Where the registers sit:
Other sequential cells in the stronger gray, the rest of the logic in the fainter gray.
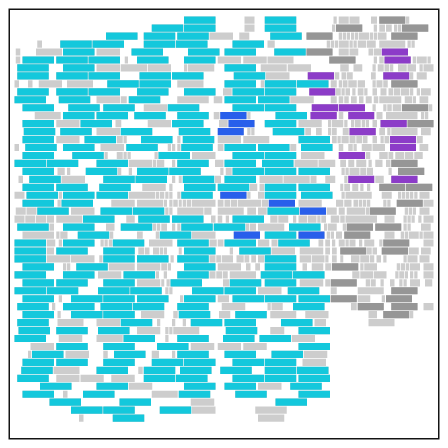
Met4 routing:
Scale bar: 50 µm. Supply wires on this layer in gray.
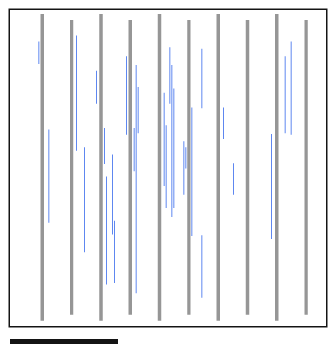
Placement view:
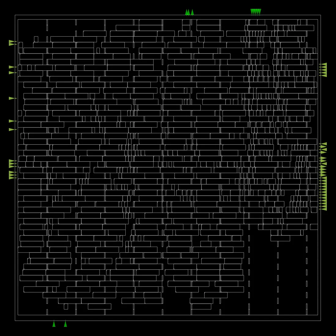
--- src/rtl/msg_stream_player.sv ---
// Message buffer played out one character per programmable tick, with loop/one-shot modes.
// Optional MSG_PAUSE_EN adds a pause input that freezes playback while in PLAY.
module msg_stream_player #(
    parameter  int DATA_W = 8,
    parameter  int DEPTH  = 32,
    parameter  int DIV_W  = 16,
    localparam int AW     = $clog2(DEPTH)
) (
    input  logic              clk,
    input  logic              rst_n,
    input  logic              wr_en,
    input  logic [AW-1:0]     wr_addr,
    input  logic [DATA_W-1:0] wr_data,
    input  logic [AW-1:0]     msg_last,
    input  logic [DIV_W-1:0]  div,
    input  logic              loop_mode,
    input  logic              start,
    input  logic              stop,
`ifdef MSG_PAUSE_EN
    input  logic              pause,
`endif
    output logic [DATA_W-1:0] char_out,
    output logic              char_valid,
    output logic              busy,
    output logic              done
);

    typedef enum logic {IDLE, PLAY} state_t;

    state_t            state, state_n;
    logic [DATA_W-1:0] mem [DEPTH];
    logic [AW-1:0]     index, index_n, last_q, last_n;
    logic [DIV_W-1:0]  presc, presc_n, div_q, div_n;
    logic              loop_q, loop_n;
    logic [DATA_W-1:0] char_n;
    logic              valid_n, done_n;
    logic              paused;

`ifdef MSG_PAUSE_EN
    assign paused = pause;
`else
    assign paused = 1'b0;
`endif

    // Buffer is not reset; a same-edge write is invisible to the read below.
    always_ff @(posedge clk) begin
        if (wr_en) mem[wr_addr] <= wr_data;
    end

    always_comb begin
        state_n = state;
        index_n = index;
        presc_n = presc;
        last_n  = last_q;
        div_n   = div_q;
        loop_n  = loop_q;
        char_n  = char_out;
        valid_n = 1'b0;
        done_n  = 1'b0;
        unique case (state)
            IDLE: begin
                if (start && !stop) begin
                    state_n = PLAY;
                    last_n  = msg_last;
                    div_n   = div;
                    loop_n  = loop_mode;
                    index_n = '0;
                    presc_n = '0;
                end
            end
            PLAY: begin
                if (stop) begin
                    state_n = IDLE;
                end else if (!paused) begin
                    if (presc == div_q) begin
                        char_n  = mem[index];
                        valid_n = 1'b1;
                        presc_n = '0;
                        if (index < last_q) begin
                            index_n = index + 1'b1;
                        end else if (loop_q) begin
                            index_n = '0;
                        end else begin
                            done_n  = 1'b1;
                            state_n = IDLE;
                        end
                    end else begin
                        presc_n = presc + 1'b1;
                    end
                end
            end
            default: state_n = IDLE;
        endcase
    end

    always_ff @(posedge clk or negedge rst_n) begin
        if (!rst_n) begin
            state      <= IDLE;
            index      <= '0;
            presc      <= '0;
            last_q     <= '0;
            div_q      <= '0;
            loop_q     <= 1'b0;
            char_out   <= '0;
            char_valid <= 1'b0;
            busy       <= 1'b0;
            done       <= 1'b0;
        end else begin
            state      <= state_n;
            index      <= index_n;
            presc      <= presc_n;
            last_q     <= last_n;
            div_q      <= div_n;
            loop_q     <= loop_n;
            char_out   <= char_n;
            char_valid <= valid_n;
            busy       <= (state_n == PLAY);
            done       <= done_n;
        end
    end

endmodule

--- config.mk ---
export PLATFORM = sky130hd
export DESIGN_NAME = msg_stream_player
export DESIGN_NICKNAME = d
export VERILOG_FILES = /design/src/rtl/msg_stream_player.sv
export SDC_FILE = /design/constraint.sdc
export NUM_CORES = 1
export LEC_CHECK = 0
export ABC_CLOCK_PERIOD_IN_PS = 2610
export CAP_MARGIN = 10
export CORE_UTILIZATION = 60
export DETAILED_ROUTE_END_ITERATION = 7
export GPL_ROUTABILITY_DRIVEN = 1
export GPL_TIMING_DRIVEN = 0
export PLACE_DENSITY = 0.84
export SLEW_MARGIN = 20
export SYNTH_ARGS = -nofsm -noshare
export SYNTH_HDL_FRONTEND = slang
export SYNTH_SLANG_ARGS = --single-unit
--- constraint.sdc ---
create_clock -name clk -period 2.61 [get_ports clk]
set_input_delay 0.261 -clock clk [delete_from_list [all_inputs] [get_ports clk]]
set_output_delay 0.261 -clock clk [all_outputs]
set_load 0.02 [all_outputs]
==> summary.txt <==
Here are the numbers from the latest Yosys + OpenROAD run.

The smallest clock period supported by the final layout is computed as 2480 ps. The worst setup timing slack at the placement stage came out at 36.7 ps. Of the total power, registers draw 0.530.

The critical path is of the reg -> reg type. The initial DRC count came out at 614. The pin closest to its max-slew limit shows a slew of 873 ps. The most utilized layer in the global route result is met2. The switching share of power is 0.208. The post-synthesis cell count came out at 744. For this run, the top clock speed supported by timing is 404 MHz. On met2, the global router reports a usage of 0.454. The count of multi-input gates is 390. The count of non-CTS inverters in the layout is 12. Looking at the VDD voltage map, the peak drop is 0.603 mV.

Between clock sinks in the finished design, the worst skew comes to 13.0 ps. Grouping stages by cell kind, the critical path spends the most delay in buffers and inverters. The worst reg-to-reg setup slack is 130 ps. The total number of tap cells came out at 270. The total congestion overflow after global routing came out at 0. The number of pins with negative max-slew slack in the final report is 0. The power consumed by the clock network is 0.00446 W.

The type recorded for the worst min-delay path is in -> reg. The I/O pin total came out at 51. The wire length recorded after detailed routing is 27200 µm. The library cells used most frequently in the layout, excluding fill and tap cells, are 256 x edfxtp_1, 104 x nand2_1, 64 x mux4_2, 54 x dfrtp_1, 45 x nor2_1. The clock insertion delay at the later pin of the skew report came out at 560 ps. The number of nets at floorplan is 790. The layout cell share with drive strength beyond 1 is 0.187. The smallest setup slack after layout is 132 ps.

On met1, the global router reports a usage of 0.342. The overall track demand over capacity in global routing is 0.262. The CTS tree is yes. For this sky-water flow run, the detailed-routed wirelength per cell is reported as 24.2 µm. The number of clock sinks came out at 310. The run finished with clean final reports. The launch point of the worst min-delay path is recorded as div[13]. The pin count of the biggest net entering global routing is 55.

The number of buffers other than clock buffers in the final layout is 85. The post-route total power is 0.0105 W.
Back to the opening pictures, 'where the registers sit':
[cyan] mem | flops: 256
[purple] presc | flops: 16 | where: top right
[blue] char_out | flops: 8 | where: middle
not colored: 30
Sequential cell area: 0.00904 mm²
total sequential power: 0.00556 W

Back to the opening pictures, 'met4 routing':
main direction: vertical
longest straight run: 105 µm
share of all routed wire: 3.8%

Back to the opening pictures, 'placement view':
number of core rows: 52
total of fill cells in the finished design: 1259
share of cell area taken by flip-flops and latches: 0.630

Power and IR drop assume default switching activity.
